File: src/rtl/adder_mem_pkg.sv
// Shared types and defaults for the adding-machine memory responder.
// Optional build macro: ADDER_MEM_PARITY_EN (stored even-parity column).
package adder_mem_pkg;

    localparam int DATA_W = 8;
    localparam int ADDR_W = 5;

    typedef enum logic [1:0] {
        IDLE = 2'b00,
        WAIT = 2'b01,
        RESP = 2'b10
    } state_e;

    typedef enum logic {
        REQ_RD = 1'b0,
        REQ_WR = 1'b1
    } dir_e;

endpackage

File: src/rtl/adder_mem_responder_if.sv
// Controller <-> memory responder bus: strobes, addresses and results.
// Optional build macro: ADDER_MEM_PARITY_EN (drives parity_err).
interface adder_mem_responder_if #(
    parameter int DATA_W = adder_mem_pkg::DATA_W,
    parameter int ADDR_W = adder_mem_pkg::ADDR_W
);
    logic [ADDR_W-1:0] pc_addr;
    logic [ADDR_W-1:0] ir_addr;
    logic              pc_on_adr;
    logic              ir_on_adr;
    logic              mem_read;
    logic              mem_write;
    logic [DATA_W-1:0] wdata;
    logic [DATA_W-1:0] rdata;
    logic              rvalid;
    logic              busy;
    logic              done;
    logic              addr_err;
    logic              parity_err;

    modport master (
        output pc_addr, ir_addr, pc_on_adr, ir_on_adr,
        output mem_read, mem_write, wdata,
        input  rdata, rvalid, busy, done, addr_err, parity_err
    );

    modport slave (
        input  pc_addr, ir_addr, pc_on_adr, ir_on_adr,
        input  mem_read, mem_write, wdata,
        output rdata, rvalid, busy, done, addr_err, parity_err
    );

endinterface

File: src/rtl/adder_mem_array.sv
// Word array: sync write, registered read, async clear on reset.
// Optional build macro: ADDER_MEM_PARITY_EN (even-parity bit per word).
module adder_mem_array
    import adder_mem_pkg::*;
#(
    parameter int DATA_W = adder_mem_pkg::DATA_W,
    parameter int ADDR_W = adder_mem_pkg::ADDR_W,
    parameter int DEPTH  = 32
) (
    input  logic              clock,
    input  logic              reset,
    input  logic              we_i,
    input  logic              re_i,
    input  logic [ADDR_W-1:0] addr_i,
    input  logic [DATA_W-1:0] wdata_i,
    output logic [DATA_W-1:0] rdata_o,
    output logic              perr_o
);

    logic [DATA_W-1:0] mem_q [DEPTH];
    logic [DATA_W-1:0] rdata_q;

    // Word storage; reset wipes every location.
    always_ff @(posedge clock or posedge reset) begin
        if (reset) begin
            for (int i = 0; i < DEPTH; i++) begin
                mem_q[i] <= '0;
            end
        end else if (we_i) begin
            mem_q[addr_i] <= wdata_i;
        end
    end

    // Read register holds its value until the next read.
    always_ff @(posedge clock or posedge reset) begin
        if (reset) begin
            rdata_q <= '0;
        end else if (re_i) begin
            rdata_q <= mem_q[addr_i];
        end
    end

    assign rdata_o = rdata_q;

`ifdef ADDER_MEM_PARITY_EN
    logic [DEPTH-1:0] par_q;
    logic             perr_q;

    // Parity column written alongside the data word.
    always_ff @(posedge clock or posedge reset) begin
        if (reset) begin
            par_q <= '0;
        end else if (we_i) begin
            par_q[addr_i] <= ^wdata_i;
        end
    end

    // Mismatch flag lives for exactly the cycle after a read.
    always_ff @(posedge clock or posedge reset) begin
        if (reset) begin
            perr_q <= 1'b0;
        end else begin
            perr_q <= re_i & ((^mem_q[addr_i]) ^ par_q[addr_i]);
        end
    end

    assign perr_o = perr_q;
`else
    assign perr_o = 1'b0;
`endif

endmodule

File: src/rtl/adder_mem_responder.sv
// Memory-side responder: address mux, request checks, wait-state FSM.
// Optional build macro: ADDER_MEM_PARITY_EN (read parity checking).
module adder_mem_responder
    import adder_mem_pkg::*;
#(
    parameter int DATA_W      = adder_mem_pkg::DATA_W,
    parameter int ADDR_W      = adder_mem_pkg::ADDR_W,
    parameter int DEPTH       = 32,
    parameter int WAIT_CYCLES = 1
) (
    input  logic                 clock,
    input  logic                 reset,
    adder_mem_responder_if.slave bus
);

    localparam logic [ADDR_W:0] DEPTH_V = (ADDR_W+1)'(DEPTH);

    state_e            state_q, state_d;
    logic [3:0]        cnt_q, cnt_d;
    logic [ADDR_W-1:0] addr_q, addr_d;
    dir_e              dir_q, dir_d;
    logic [DATA_W-1:0] wdata_q, wdata_d;
    logic              err_q, err_d;

    logic              rd_req, wr_req, in_idle;
    logic              illegal, accept;
    logic [ADDR_W-1:0] sel_addr;
    logic              go_resp, arr_we, arr_re;
    logic              busy_c, done_c, rvalid_c;

    assign rd_req   = bus.pc_on_adr | bus.mem_read;
    assign wr_req   = bus.mem_write;
    assign sel_addr = bus.pc_on_adr ? bus.pc_addr : bus.ir_addr;
    assign in_idle  = (state_q == IDLE);

    // Request screening: only IDLE looks at the strobes.
    always_comb begin
        illegal = 1'b0;
        if (in_idle) begin
            illegal = (rd_req & wr_req)
                    | (bus.pc_on_adr & bus.ir_on_adr)
                    | ((rd_req | wr_req)
                       & ({1'b0, sel_addr} >= DEPTH_V));
        end
        accept = in_idle & (rd_req | wr_req) & ~illegal;
    end

    // Capture address, direction and data on accept.
    always_comb begin
        addr_d  = accept ? sel_addr : addr_q;
        dir_d   = accept ? (wr_req ? REQ_WR : REQ_RD) : dir_q;
        wdata_d = accept ? bus.wdata : wdata_q;
        err_d   = err_q | illegal;
    end

    // Request latches and sticky address error.
    always_ff @(posedge clock or posedge reset) begin
        if (reset) begin
            addr_q  <= '0;
            dir_q   <= REQ_RD;
            wdata_q <= '0;
            err_q   <= 1'b0;
        end else begin
            addr_q  <= addr_d;
            dir_q   <= dir_d;
            wdata_q <= wdata_d;
            err_q   <= err_d;
        end
    end

    // FSM state and wait counter.
    always_ff @(posedge clock or posedge reset) begin
        if (reset) begin
            state_q <= IDLE;
            cnt_q   <= '0;
        end else begin
            state_q <= state_d;
            cnt_q   <= cnt_d;
        end
    end

    // FSM next state: optional wait states, then one RESP cycle.
    always_comb begin
        state_d = state_q;
        cnt_d   = cnt_q;
        unique case (state_q)
            IDLE: begin
                if (accept) begin
                    if (WAIT_CYCLES > 0) begin
                        state_d = WAIT;
                        cnt_d   = 4'(WAIT_CYCLES - 1);
                    end else begin
                        state_d = RESP;
                    end
                end
            end
            WAIT: begin
                if (cnt_q == 4'd0) begin
                    state_d = RESP;
                end else begin
                    cnt_d = cnt_q - 4'd1;
                end
            end
            RESP: state_d = IDLE;
            default: state_d = IDLE;
        endcase
    end

    // FSM outputs decoded from the current state.
    always_comb begin
        busy_c   = (state_q != IDLE);
        done_c   = (state_q == RESP);
        rvalid_c = done_c & (dir_q == REQ_RD);
    end

    // Array access happens on the edge that enters RESP.
    assign go_resp = (state_d == RESP);
    assign arr_we  = go_resp & (dir_d == REQ_WR);
    assign arr_re  = go_resp & (dir_d == REQ_RD);

    adder_mem_array #(
        .DATA_W (DATA_W),
        .ADDR_W (ADDR_W),
        .DEPTH  (DEPTH)
    ) u_arr (
        .clock   (clock),
        .reset   (reset),
        .we_i    (arr_we),
        .re_i    (arr_re),
        .addr_i  (addr_d),
        .wdata_i (wdata_d),
        .rdata_o (bus.rdata),
        .perr_o  (bus.parity_err)
    );

    assign bus.rvalid   = rvalid_c;
    assign bus.busy     = busy_c;
    assign bus.done     = done_c;
    assign bus.addr_err = err_q;

endmodule

File: src/flat_wrapper.sv
// flat-port wrapper written by rule: the top's interface ports become plain ports
module adder_mem_responder_flat import adder_mem_pkg::*;
#(
    parameter int DATA_W      = adder_mem_pkg::DATA_W,
    parameter int ADDR_W      = adder_mem_pkg::ADDR_W,
    parameter int DEPTH       = 32,
    parameter int WAIT_CYCLES = 1
)
  (clock, reset, bus_pc_addr, bus_ir_addr, bus_pc_on_adr, bus_ir_on_adr, bus_mem_read, bus_mem_write, bus_wdata, bus_rdata, bus_rvalid, bus_busy, bus_done, bus_addr_err, bus_parity_err);
  adder_mem_responder_if #(.DATA_W(DATA_W), .ADDR_W(ADDR_W)) bus_i ();
  input  logic clock;
  input  logic reset;
  input wire logic [$bits(bus_i.pc_addr)-1:0] bus_pc_addr;
  input wire logic [$bits(bus_i.ir_addr)-1:0] bus_ir_addr;
  input wire logic [$bits(bus_i.pc_on_adr)-1:0] bus_pc_on_adr;
  input wire logic [$bits(bus_i.ir_on_adr)-1:0] bus_ir_on_adr;
  input wire logic [$bits(bus_i.mem_read)-1:0] bus_mem_read;
  input wire logic [$bits(bus_i.mem_write)-1:0] bus_mem_write;
  input wire logic [$bits(bus_i.wdata)-1:0] bus_wdata;
  output wire logic [$bits(bus_i.rdata)-1:0] bus_rdata;
  output wire logic [$bits(bus_i.rvalid)-1:0] bus_rvalid;
  output wire logic [$bits(bus_i.busy)-1:0] bus_busy;
  output wire logic [$bits(bus_i.done)-1:0] bus_done;
  output wire logic [$bits(bus_i.addr_err)-1:0] bus_addr_err;
  output wire logic [$bits(bus_i.parity_err)-1:0] bus_parity_err;
  assign bus_i.pc_addr = bus_pc_addr;
  assign bus_i.ir_addr = bus_ir_addr;
  assign bus_i.pc_on_adr = bus_pc_on_adr;
  assign bus_i.ir_on_adr = bus_ir_on_adr;
  assign bus_i.mem_read = bus_mem_read;
  assign bus_i.mem_write = bus_mem_write;
  assign bus_i.wdata = bus_wdata;
  assign bus_rdata = bus_i.rdata;
  assign bus_rvalid = bus_i.rvalid;
  assign bus_busy = bus_i.busy;
  assign bus_done = bus_i.done;
  assign bus_addr_err = bus_i.addr_err;
  assign bus_parity_err = bus_i.parity_err;
  adder_mem_responder #(.DATA_W(DATA_W), .ADDR_W(ADDR_W), .DEPTH(DEPTH), .WAIT_CYCLES(WAIT_CYCLES)) u_core (.clock(clock), .reset(reset), .bus(bus_i));
endmodule
File: config.mk
export PLATFORM = sky130hd
export DESIGN_NAME = adder_mem_responder_flat
export DESIGN_NICKNAME = d
export VERILOG_FILES = /design/src/rtl/adder_mem_pkg.sv /design/src/rtl/adder_mem_responder_if.sv /design/src/rtl/adder_mem_array.sv /design/src/rtl/adder_mem_responder.sv /design/src/flat_wrapper.sv
export SDC_FILE = /design/constraint.sdc
export NUM_CORES = 1
export LEC_CHECK = 0
export CORE_ASPECT_RATIO = 1.1
export CORE_MARGIN = 2
export CORE_UTILIZATION = 50
export DETAILED_ROUTE_END_ITERATION = 8
export PLACE_DENSITY = 0.69
export SETUP_SLACK_MARGIN = 0.1
export SLEW_MARGIN = 25
export SYNTH_ARGS = -nofsm -noshare
export SYNTH_HDL_FRONTEND = slang
export SYNTH_HIERARCHICAL = 1
export SYNTH_SLANG_ARGS = --single-unit
File: constraint.sdc
create_clock -name clock -period 9.9 [get_ports clock]
set_clock_uncertainty 0.05 [all_clocks]
set_input_delay 2.475 -clock clock [delete_from_list [all_inputs] [get_ports clock]]
set_output_delay 2.475 -clock clock [all_outputs]
set_load 0.02 [all_outputs]
### Signal wires on met1, run 1

The bar under the picture is 50 microns long.
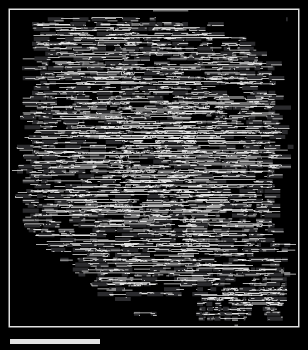
nets with wire on the layer: 885
wire length on this layer: 13900 microns
final wirelength: 30700 microns
GR Layer Usage met1: 0.321
vias: 7670

### Metal 2, run 1

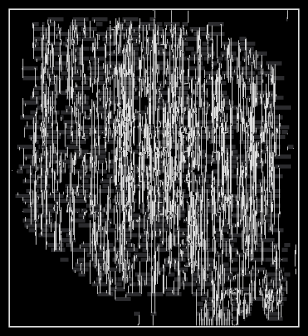
nets with wire on the layer: 892
main direction: vertical
wire length on this layer: 14700 microns
longest straight run: 91.1 microns
share of all routed wire: 48%
met2 usage: 0.360

==> results_dict.tcl, run 1 <==
# collected from the flow reports
set metrics [dict create \
    numCtsBuffers 30 \
    dp.cells 1233 \
    startpoint "bus_pc_on_adr" \
    max_slew_margin 0.311 \
    grt_pass1_wl_microns 48600 \
    row_count 62 \
    ys_ff 285 \
    layout_top_cell "dfrtp_1" \
    p_comb_mw 1.63 \
    die_area_sq_um 27900 \
    fp.dieW_microns 160 \
    clock_latency_ns 0.55 \
    yosys_area_sq_um 13300 \
    ys_top_logic_family "multiplexers" \
    wl_met1_microns 13900 \
    maxPowerGroup "sequential cells" \
    grt_pass1_vias 8003 \
    vdd_ir_drop_max_mv 0.153 \
    grt_use_total 0.226 \
    yosysWarnings 6 \
    fin_crit_ns 6.12 \
    cp_top_family "buffers and inverters" \
    grt_max_degree 136 \
    buf_share 0.0305 \
    r2r_slack_ns 5.90 \
    gp_congestion 0.863 \
    top_layer "met5" \
    busiest_layer "met2" \
    rr_startpoint "u_core/state_q[0]$_DFF_PP0_" \
    p_comb_frac 0.356 \
    viasPerCell 5.95 \
    buffers 46 \
    synthAoiAreaFrac 0.0310 \
    clk_pin_slew_worst_paths_ns 0.06 \
    setup_tns_ns 0 \
    status "complete, no violations" \
    enable_flop_cells 0 \
    cts-resized-gates 0 \
    seqPwrFrac 0.400 \
    critPathMaxStageDelay_ns 0.63 \
    netlist_instances 899 \
    wire_per_inst_microns 23.9 \
    p_int_mw 3.01 \
    r2r_cells 9 \
    synth.largest_area_cell "dfrtp_1" \
    clock_sinks 285 \
    topCellsByArea "dfrtp_1 (54%), mux2_2 (21%), mux4_2 (8.1%)" \
    max-cap-violations 0 \
    hold_viol_final 0 \
    ys.flop_type "dfrtp_1" \
    timing.rr.end "u_core/u_arr/rdata_o[5]$_DFFE_PP0P_" \
    area_growth_syn_to_layout_pct 11.6 \
    post_cts_buffers 0 \
    pwr.group.clock_mw 1.12 \
    yosysMostFrequentCell "dfrtp_1" \
    largest_cell_class "registers" \
    xor_area_frac 0.00132 \
    route.met2.wl_microns 14700 \
    largest-register "u_core/u_arr/mem_q" \
    fp_nets 925 \
    final_cell_mix "dfrtp_1 (285), mux2_2 (253), mux4_2 (48), clkdlybuf4s50_1 (35), clkbuf_16 (31)" \
    hold_class "reg -> reg" \
    clock_buffers 47 \
    crit_path_end "u_core/u_arr/rdata_o[5]$_DFFE_PP0P_" \
    mux_share 0.341 \
    swShare 0.343 \
    fillCellCount 2147 \
    flops 285 \
    synth_simple_gate_area_share 0.0607 \
    cts_tree "yes" \
    grt_antenna_before_repair 2 \
    pin_count 37 \
    cp.arrival_ns 6.47 \
    fmax_ghz 0.163 \
    p_leak_nw 6.92 \
    powerDensity_nw_per_um2 308 \
    period_used_share 0.618 \
    tightestPinTransition_ns 1.03 \
    warnings 29 \
    clkCellAreaFrac 0.0654 \
    yosys.stat.seqShare 0.536 \
    post-route-drc-count 0 \
    critPathMaxFanout 33 \
    drt_iter0_drc 542 \
]
### The metal 3 layer, run 1

The bar under the picture is 50 microns long.
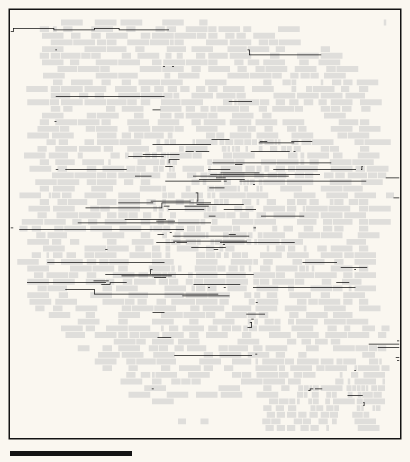
longest straight run: 67.2 microns
wire length on this layer: 1500 microns
share of all routed wire: 4.9%
main direction: horizontal
nets with wire on the layer: 61
GR Util met3: 0.0427

### Sequential cells colored by netlist name, run 1

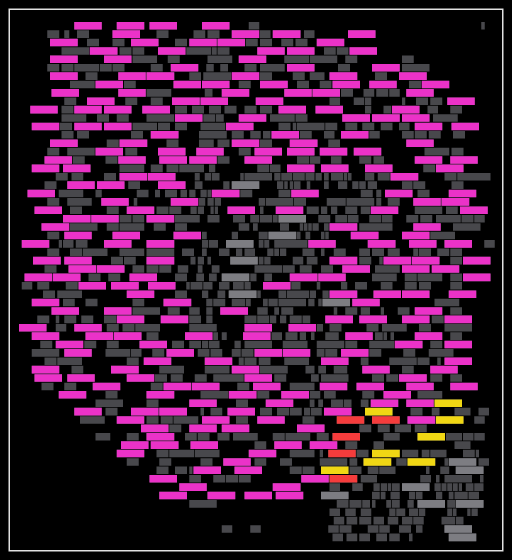
legend:
  red:
    netlist_name: u_core/addr_q
    placed_flops: 5
  yellow:
    netlist_name: u_core/wdata_q
    placed_flops: 8
    where: lower right
  magenta:
    netlist_name: u_core/u_arr/mem_q
    placed_flops: 256
    where: all over the die
not colored: 16
sequential share of cell area: 0.480
P_seq: 1.83 mW

[run 1: cells by family after synthesis]
logic type      Yosys count
buf+inv                  68
compound gates           61
fa+ha+maj                 2
xor+xnor                  2
mux                     356
simple gates            124
other cells               1
flops                   285
[run 1: through the flow]
step	area (sq um)	setup slack, ns	hold WS, ns	util	power [mW]
2_1_floorplan	13300	0.106	0.409	-	3.03
3_3_place_gp	13800	3.30	0.415	0.530	3.44
3_5_place_dp	13800	3.16	0.427	0.530	3.48
4_1_cts	14800	3.76	0.440	0.567	4.61
5_1_grt	14800	3.58	0.456	0.568	4.81
6_report	14800	3.78	0.438	0.568	4.58
[run 1: worst register-to-register path: cells and delay by family (launching register included)]
kind            cells  cell delay, ns
buf+inv             1            0.66
simple gates        4            1.03
flops               1            0.47
mux                 2            1.21
compound gates      2            0.44
### Placed standard cells, run 1

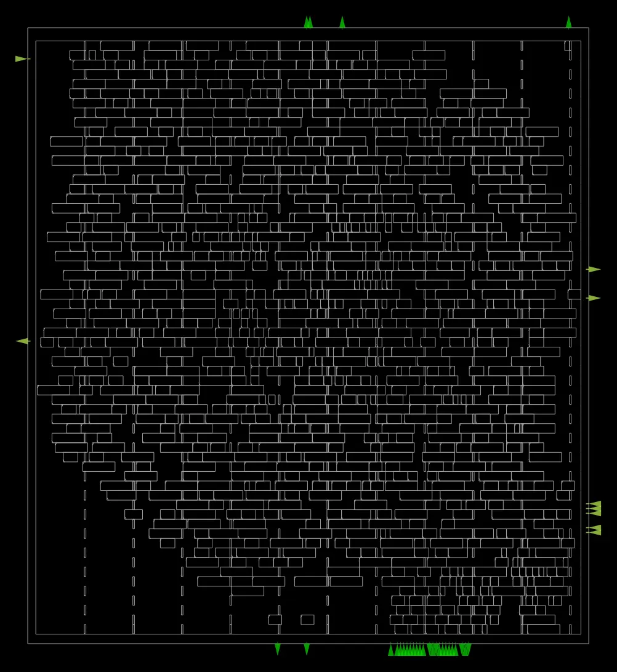

==> inputs of run 2 (changes only) <==
==> constraint.sdc (replaced) <==
create_clock -name clock -period 5.4 [get_ports clock]
set_clock_uncertainty 0.05 [all_clocks]
set_input_delay 1.35 -clock clock [delete_from_list [all_inputs] [get_ports clock]]
set_output_delay 1.35 -clock clock [all_outputs]
set_load 0.02 [all_outputs]
### Placed standard cells, run 2

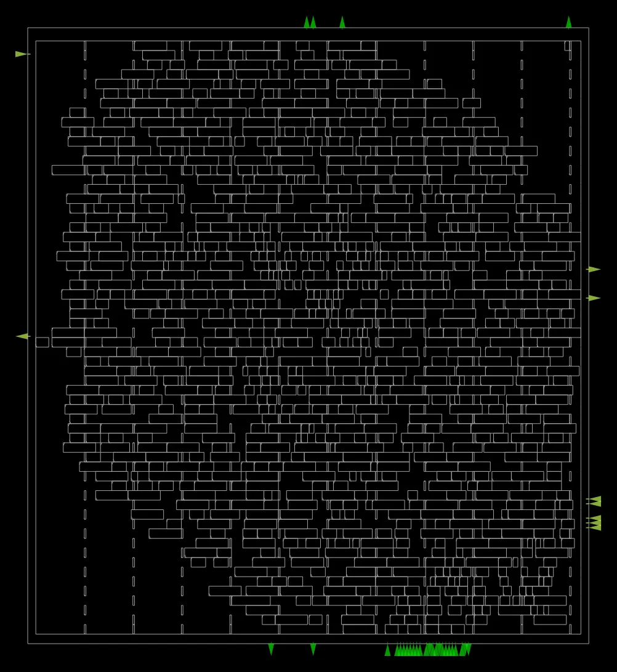
post-layout util: 0.572
sequential share of cell area: 0.477
Non-Filler Instances: 1296
Site Rows: 62

==> results_dict.tcl, run 2 <==
# collected from the flow reports
set metrics [dict create \
    fp.dieW_microns 160 \
    pin_count 37 \
    grt_use_total 0.227 \
    ys.flop_type "dfrtp_1" \
    wl_met1_microns 14000 \
    wire_per_inst_microns 23.9 \
    fin_crit_ns 4.39 \
    yosys.stat.seqShare 0.536 \
    largest-register "u_core/u_arr/mem_q" \
    cts-resized-gates 0 \
    die_area_sq_um 27900 \
    r2r_cells 10 \
    vdd_ir_drop_max_mv 0.398 \
    area_growth_syn_to_layout_pct 12.4 \
    drt-total-wl_microns 31000 \
    grt_use_met3 0.0356 \
    enable_flop_cells 0 \
    yosys_area_sq_um 13300 \
    critPathMaxStageDelay_ns 0.61 \
    critPathMaxFanout 40 \
    yosysMostFrequentCell "dfrtp_1" \
    cts_tree "yes" \
    xor_area_frac 0.00132 \
    flops 285 \
    yosysWarnings 6 \
    netlist_instances 899 \
    groute.layer.met2.usage 0.364 \
    crit_path_end "u_core/u_arr/rdata_o[7]$_DFFE_PP0P_" \
    max-cap-violations 0 \
    topCellsByArea "dfrtp_1 (54%), mux2_2 (21%), mux4_2 (8.1%)" \
    drt_iter0_drc 686 \
    buf_share 0.0396 \
    place_area_sq_um 14000 \
    ys_ff 285 \
    total_power_mw 8.41 \
    post_cts_buffers 0 \
    period_used_share 0.814 \
    timing.rr.end "u_core/u_arr/rdata_o[7]$_DFFE_PP0P_" \
    final_cell_mix "dfrtp_1 (285), mux2_2 (253), mux4_2 (48), clkdlybuf4s50_1 (35), mux2i_1 (30)" \
    fillCellCount 2083 \
    clock_buffers 39 \
    clkCellAreaFrac 0.0633 \
    warnings 29 \
    powerDensity_nw_per_um2 562 \
    busiest_layer "met2" \
    status "complete, no violations" \
    largest_cell_class "registers" \
    layout_top_cell "dfrtp_1" \
    buffers 59 \
    fin_hold_ws_ns 0.436 \
    hold_viol_final 0 \
    rr_startpoint "u_core/state_q[0]$_DFF_PP0_" \
    cp.arrival_ns 4.77 \
    stdcell_area_sq_um 15000 \
    viasPerCell 6.00 \
    setup_slack_ns 1.01 \
    via_count 7770 \
    setup_tns_ns 0 \
    fp_nets 925 \
]
### Sequential cells colored by netlist name, run 2

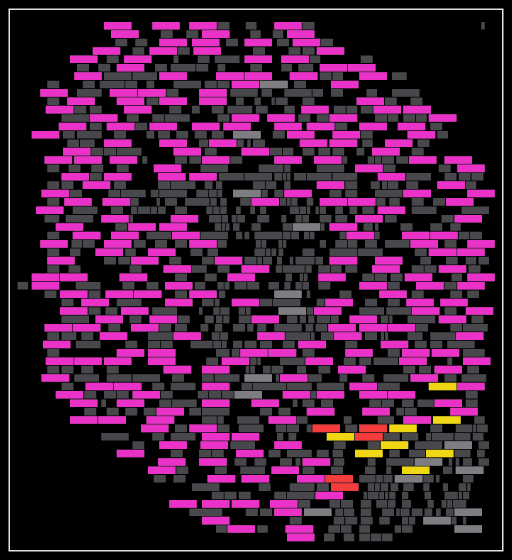
legend:
  red:
    netlist_name: u_core/addr_q
    placed_flops: 5
  yellow:
    netlist_name: u_core/wdata_q
    placed_flops: 8
    where: lower right
  magenta:
    netlist_name: u_core/u_arr/mem_q
    placed_flops: 256
    where: all over the die
not colored: 16
Sequential Area: 7130 sq um
P_seq: 3.35 mW

[run 2: cell count changes in the layout (fill, tap and decap cells not counted), sizes merged]
cell,delta
clkinvlp,+1
bufinv,-1
diode,-1
clkinv,+5
buf,+13
clkbuf,-8
inv,-1
[run 2: power by group]
| part | switching [mW] | internal [mW] | leakage [nW] |
|---|---|---|---|
| Sequential | 0.419 | 2.93 | 3.88 |
| Combinational | 1.64 | 1.42 | 2.64 |
| Clock | 0.814 | 1.18 | 0.477 |
[run 2: cells by family (layout without fill, tap and decap cells)]
logic type	after synthesis	after routing
adders and majority gates	2	2
buffers and inverters	68	113
other	1	1
AOI/OAI and AO/OA	61	61
muxes	356	356
and+or+nand+nor	124	124
DFF	285	285
xor gates and xnor gates	2	2
### Signal wires on met1, run 2

The bar under the picture is 50 microns long.
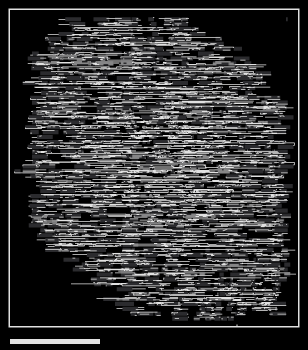

==> inputs of run 3 (changes only) <==
==> constraint.sdc (replaced) <==
create_clock -name clock -period 3.9 [get_ports clock]
set_clock_uncertainty 0.05 [all_clocks]
set_input_delay 0.975 -clock clock [delete_from_list [all_inputs] [get_ports clock]]
set_output_delay 0.975 -clock clock [all_outputs]
set_load 0.02 [all_outputs]
### Signal wires on met1, run 3

The bar under the picture is 50 microns long.
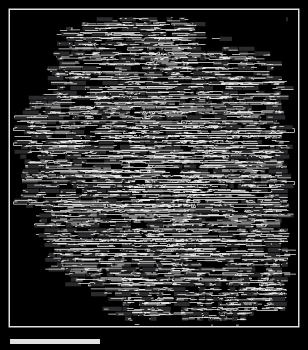
share of all routed wire: 45%
nets with wire on the layer: 990
main direction: horizontal
vias: 8129
final wirelength: 32700 microns
GR Layer Usage met1: 0.339

### Sequential cells colored by netlist name, run 3

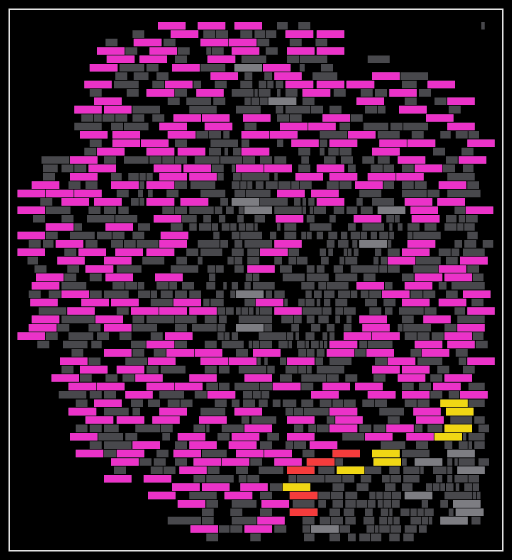
legend:
  red:
    netlist_name: u_core/addr_q
    placed_flops: 5
    where: bottom center
  yellow:
    netlist_name: u_core/wdata_q
    placed_flops: 8
    where: lower right
  magenta:
    netlist_name: u_core/u_arr/mem_q
    placed_flops: 256
    where: all over the die
not colored: 16
P_seq: 4.65 mW
post-layout util: 0.614

==> results_dict.tcl, run 3 <==
# collected from the flow reports
set metrics [dict create \
    status "complete, no violations" \
    powerDensity_nw_per_um2 780 \
    warnings 28 \
    hold_viol_final 0 \
    crit_path_end "u_core/u_arr/mem_q[185]$_DFFE_PP0P_" \
    drt_iter0_drc 713 \
    critPathMaxStageDelay_ns 0.56 \
    yosys.stat.seqShare 0.536 \
    cts-resized-gates 0 \
    die_area_sq_um 27900 \
    r2r_cells 10 \
    largest-register "u_core/u_arr/mem_q" \
    busiest_layer "met2" \
    fin_crit_ns 3.54 \
    xor_area_frac 0.00132 \
    setup_slack_ns 0.357 \
    timing.rr.end "u_core/u_arr/mem_q[185]$_DFFE_PP0P_" \
    vdd_ir_drop_max_mv 0.518 \
    fp.dieW_microns 160 \
    max-cap-violations 0 \
    topCellsByArea "dfrtp_1 (54%), mux2_2 (21%), mux4_2 (8.1%)" \
    seqPwrFrac 0.371 \
    synthArstFlopShare 1.00 \
    post_cts_buffers 0 \
    p_comb_mw 4.76 \
    p_comb_frac 0.380 \
    fp_nets 925 \
    row_count 62 \
    cts_tree "yes" \
    fin_hold_ws_ns 0.436 \
    final_cell_mix "dfrtp_1 (285), mux2_2 (253), buf_4 (81), mux4_2 (48), clkdlybuf4s50_1 (35)" \
    grt_use_met3 0.0347 \
    place_area_sq_um 14900 \
    netlist_instances 899 \
    period_used_share 0.909 \
    switchingPower_mw 4.20 \
    wire_per_inst_microns 23.5 \
    viasPerCell 5.86 \
    numCtsBuffers 30 \
    yosysMostFrequentCell "dfrtp_1" \
    p_int_mw 8.32 \
    maxPowerGroup "combinational logic" \
    ys_ff 285 \
    finalNonFillerCells 1388 \
    enable_flop_cells 0 \
    ys.flop_type "dfrtp_1" \
    grt_use_total 0.239 \
    setup_tns_ns 0 \
    cp.arrival_ns 3.93 \
    pin_count 37 \
    layout_top_cell "dfrtp_1" \
]
==> run 3: area by class of cell <==
type | count | area, sq um
Fill cell | 1995 | 10100
Tap cell | 352 | 440
Timing Repair Buffer | 144 | 1520
Clock buffer | 41 | 893
Clock inverter | 15 | 214
Multi-Input combinational cell | 546 | 5820
Inverter | 5 | 22.5
Sequential cell | 285 | 7130
==> run 3: per-layer routing <==
layer,wire [microns],up-vias
li1,-,3557
met5,0,-
met3,1650,56
met1,14600,4326
met2,15500,190
met4,946,0
==> run 3: logic make-up (layout without fill, tap and decap cells) <==
group / Yosys count / after routing
other cells: 1 / 1
compound gates: 61 / 61
mux: 356 / 356
buf+inv: 68 / 205
flops: 285 / 285
xor+xnor: 2 / 2
fa+ha+maj: 2 / 2
simple gates: 124 / 124
No activity file was given, so power comes from the tool's default toggle rates.
